`config.mk`:
```
export PLATFORM = sky130hd
export DESIGN_NAME = issueint
export DESIGN_NICKNAME = d
export VERILOG_FILES = /design/src/rtl/issueint.sv
export SDC_FILE = /design/constraint.sdc
export NUM_CORES = 1
export LEC_CHECK = 0
export CORE_MARGIN = 1.5
export CORE_UTILIZATION = 32
export CTS_CLUSTER_SIZE = 30
export DETAILED_ROUTE_END_ITERATION = 8
export GPL_TIMING_DRIVEN = 0
export HOLD_SLACK_MARGIN = 0.03
export SLEW_MARGIN = 25
export SYNTH_ARGS = -nofsm -noshare
export SYNTH_HDL_FRONTEND = slang
export SYNTH_SLANG_ARGS = --single-unit
```
`constraint.sdc`:
```
create_clock -name clk -period 7.65 [get_ports clk]
set_input_delay 0.765 -clock clk [delete_from_list [all_inputs] [get_ports clk]]
set_output_delay 0.765 -clock clk [all_outputs]
set_load 0.005 [all_outputs]
```
`src/rtl/issueint.sv`:
```
// issueint: integer issue/execute stage. Accepts one ready queue entry per
// cycle, computes a single-cycle 32-bit ALU result, buffers up to two
// results and broadcasts them on the CDB in acceptance order when granted.
module issueint (
  input  logic        clk,
  input  logic        reset,
  input  logic [2:0]  equeueint_opcode,
  input  logic [5:0]  equeueint_rdtag,
  input  logic [31:0] equeueint_rsdata,
  input  logic [31:0] equeueint_rtdata,
  input  logic        equeueint_ready,
  output logic        equeueint_done,
  output logic        cdb_req,
  input  logic        cdb_grant,
  output logic        cdb_valid,
  output logic [5:0]  cdb_tag,
  output logic [31:0] cdb_data
);

  localparam int unsigned TAG_W  = 6;
  localparam int unsigned DATA_W = 32;
  localparam int unsigned DEPTH  = 2;
  localparam int unsigned CNT_W  = 2;

  typedef enum logic [2:0] {
    OP_ADD  = 3'd0,
    OP_SUB  = 3'd1,
    OP_AND  = 3'd2,
    OP_OR   = 3'd3,
    OP_XOR  = 3'd4,
    OP_NOR  = 3'd5,
    OP_SLT  = 3'd6,
    OP_SLTU = 3'd7
  } op_e;

  typedef struct packed {
    logic [TAG_W-1:0]  tag;
    logic [DATA_W-1:0] data;
  } entry_t;

  entry_t             rbuf [DEPTH];
  logic               wr_ptr;
  logic               rd_ptr;
  logic [CNT_W-1:0]   count;
  logic [DATA_W-1:0]  alu;
  logic               pop;
  logic               accept;

  // Single-cycle ALU on the queue head operands
  always_comb begin
    alu = '0;
    case (op_e'(equeueint_opcode))
      OP_ADD:  alu = equeueint_rsdata + equeueint_rtdata;
      OP_SUB:  alu = equeueint_rsdata - equeueint_rtdata;
      OP_AND:  alu = equeueint_rsdata & equeueint_rtdata;
      OP_OR:   alu = equeueint_rsdata | equeueint_rtdata;
      OP_XOR:  alu = equeueint_rsdata ^ equeueint_rtdata;
      OP_NOR:  alu = ~(equeueint_rsdata | equeueint_rtdata);
      OP_SLT:  alu = DATA_W'($signed(equeueint_rsdata) < $signed(equeueint_rtdata));
      OP_SLTU: alu = DATA_W'(equeueint_rsdata < equeueint_rtdata);
      default: alu = '0;
    endcase
  end

  // Handshake: a grant frees a slot on the same edge, so a full buffer can still accept
  always_comb begin
    pop            = cdb_grant && (count != '0);
    accept         = equeueint_ready && ((count < CNT_W'(DEPTH)) || pop) && !reset;
    equeueint_done = accept;
    cdb_req        = (count != '0);
  end

  // Result storage; accept is already blocked during reset
  always_ff @(posedge clk) begin
    if (accept) begin
      rbuf[wr_ptr] <= '{tag: equeueint_rdtag, data: alu};
    end
  end

  // Pointers, occupancy and registered CDB broadcast
  always_ff @(posedge clk) begin
    if (reset) begin
      wr_ptr    <= 1'b0;
      rd_ptr    <= 1'b0;
      count     <= '0;
      cdb_valid <= 1'b0;
      cdb_tag   <= '0;
      cdb_data  <= '0;
    end else begin
      if (accept) begin
        wr_ptr <= ~wr_ptr;
      end
      if (pop) begin
        rd_ptr    <= ~rd_ptr;
        cdb_valid <= 1'b1;
        cdb_tag   <= rbuf[rd_ptr].tag;
        cdb_data  <= rbuf[rd_ptr].data;
      end else begin
        cdb_valid <= 1'b0;
      end
      case ({accept, pop})
        2'b10:   count <= count + CNT_W'(1);
        2'b01:   count <= count - CNT_W'(1);
        default: count <= count;
      endcase
    end
  end

endmodule
```
==> impl_metrics.yaml <==
# physical design summary
drt:
  drt_wl_total_mm: 28.4
  vias: 8453
  vias_per_cell: 5.26
  drc_errors: 0
  wire_per_inst_um: 17.7
  drt_iter0_markers: 757
setup_path:
  ff2ff_path_depth: 7
  cpMostUsedCell: "o21ai_0"
  worstPathMaxFanout: 3
  r2r-start: "count[0]"
  path_cells: "clkdlybuf4s50_1 > ha_1 > inv_1 > fa_1 > nor2b_1 > o21ai_0 > a32oi_1 > o2111ai_1 > and2_1 > o31ai_1 > o21ai_0 > a21oi_1 > xor2_1 > o21ai_0"
  critPathCaptureType: "flip-flop"
  critPathKind: "input port to flip-flop"
  worst_ep_required_time_ps: 7810
  max_stage_delay_ps: 600
  start_kind: "input port"
synth:
  synth_area_um2: 9240
  mux_area_share_pct: 5.74
  synth_top_cell_by_count: "inv_1"
  top_area_cell: "edfxtp_1"
  top_cells_by_count: "inv_1, nor2_1, ha_1"
  yosys_warnings: 0
  synthFlopType: "edfxtp_1"
  yosys.cell_types.count: 65
  syn_nets: 1251
  synthTopCellsByArea: "edfxtp_1, ha_1, dfxtp_1"
  async_reset_ff_share_pct: 0
  ys_sh_adder_pct: 13.6
  ys.flops: 119
status:
  status: "complete, no violations"
pwr:
  leakagePower_nw: 4.44
  p_per_area_nw_per_um2: 219
  ir_drop_uv: 131
clocking:
  cts.htree.levels: 4
  clk_pin_slew_worst_paths_ps: 60
  clock_path_buffers: 2
  holdBufCountCts: 0
  clock-sinks: 119
  postCtsSetupBuffers: 0
  numCtsBuffers: 17
finish:
  area_delta_synth_final_pct: 24.6
  register_area_um2: 3140
  layout.nets: 1386
  final_util_pct: 40.3
global_routing:
  grt_pass1_vias: 7989
  antenna_found_initial: 0
timing:
  fin_tns_setup_ps: 0
  tightest_slew_ps: 860
  hold_viol: 0
  holdWs_ps: 495
  setup_ws_ps: 3130
  final-max-slew-violation-count: 0
  relSlewSlack_pct: 42.7
floorplan:
  die_y_um: 173
  ios: 118
  dieArea_um2: 29900
placed_design:
  port_buffers: 114
  dp_hpwl_mm: 22.0
worst_hold_path:
  hp-class: "flip-flop to flip-flop"
  hold-path-cell-count: 2
run:
  cap_violations: 0
-- report_power, final --
group	switching (mW)	internal [mW]
clock network	0.270	0.507
registers	0.0474	0.794
logic	0.493	0.410
-- layout make-up --
class,instances,share of cell area [%]
clock inverters,14,1.38
plain buffers,67,2.33
clock buffers,18,3.73
repair buffers,116,10.4
flip-flops and latches,119,27.3
well taps,384,4.17
multi-input cells,780,47.2
inverters,109,3.55
-- worst max-delay path: cells and delay by family --
family	cells	cell delay, ps
buf+inv	2	660
compound gates	7	2040
simple gates	2	440
fa+ha+maj	2	590
xor+xnor	1	180
-- metrics by stage --
stage	power [mW]	instances	instance area [um^2]
2_1_floorplan	1.39	1075	9240
3_3_place_gp	1.74	1573	10900
3_5_place_dp	1.75	1575	10900
4_1_cts	2.53	1607	11500
5_1_grt	2.66	1607	11500
6_report	2.52	1607	11500
-- layout by cell type, fill, tap and decap left out, types with 10 or more instances in the layout --
| cell type | n |
|---|---|
| o22ai_1 | 22 |
| nor3_1 | 19 |
| dfxtp_1 | 43 |
| ha_1 | 97 |
| nor2_1 | 105 |
| edfxtp_1 | 76 |
| nand3_1 | 12 |
| mux2i_1 | 53 |
| buf_1 | 13 |
| a31oi_1 | 10 |
| a211oi_1 | 48 |
| o21ai_0 | 78 |
| a21oi_1 | 87 |
| o211ai_1 | 12 |
| o21bai_1 | 10 |
| a21boi_0 | 14 |
| inv_1 | 107 |
| clkbuf_1 | 47 |
| clkbuf_16 | 17 |
| nor2b_1 | 13 |
| xnor2_1 | 23 |
| nand2_1 | 63 |
| clkdlybuf4s50_1 | 114 |
-- flip-flops by register name, summed over array words and instances, names as in the netlist --
name       cells
rbuf          76
cdb_data      32
cdb_tag        6
count          2
cdb_valid      1
rd_ptr         1
wr_ptr         1
-- worst max path at each step --
| stage | startpoint | end | slack [ps] |
|---|---|---|---|
| after floorplan | equeueint_rtdata[1] | rbuf[0][31] | 4170 |
| after global placement | equeueint_rsdata[1] | rbuf[0][29] | 2850 |
| after detailed placement | equeueint_rtdata[0] | rbuf[0][28] | 2830 |
| after CTS | equeueint_rtdata[0] | rbuf[1][28] | 3240 |
| after global routing | equeueint_rsdata[0] | rbuf[0][28] | 2980 |
| final | equeueint_rtdata[0] | rbuf[1][28] | 3130 |
-- routing by layer --
metal	up-vias	share of wire, %	track usage, %
li1	4117	-	-
met1	3925	44	25.1
met2	362	45	29.8
met3	49	7.1	2.40
met4	0	3.3	7.79
met5	-	0	0
-- cells by family (layout without fill, tap and decap cells) --
group,Yosys count,in the layout
fa+ha+maj,99,99
compound gates,349,349
mux,53,53
buf+inv,176,324
simple gates,253,253
flops,119,119
xor+xnor,26,26
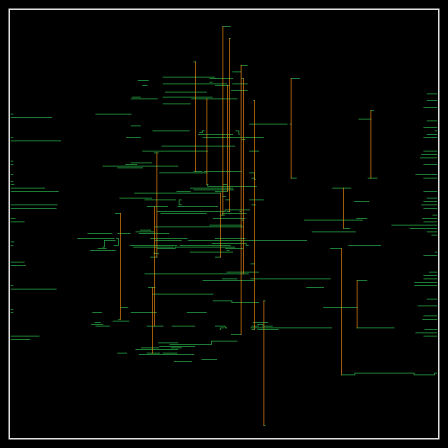
(metal layers overlaid)
Only two layers are drawn.
[orange] met4 | wire length: 938 um
[green] met3 | wire length: 2000 um

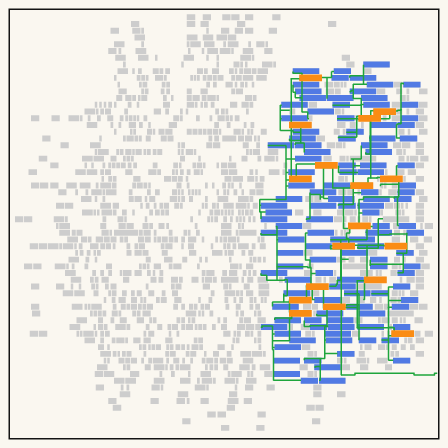
(clock network drawn from the DEF)
[green] clock wires | length: 1350 um
[orange] cells driving clock nets | count: 17
[blue] flip-flops | count: 119
routed clock nets: 18

No activity file was given, so power comes from the tool's default toggle rates.
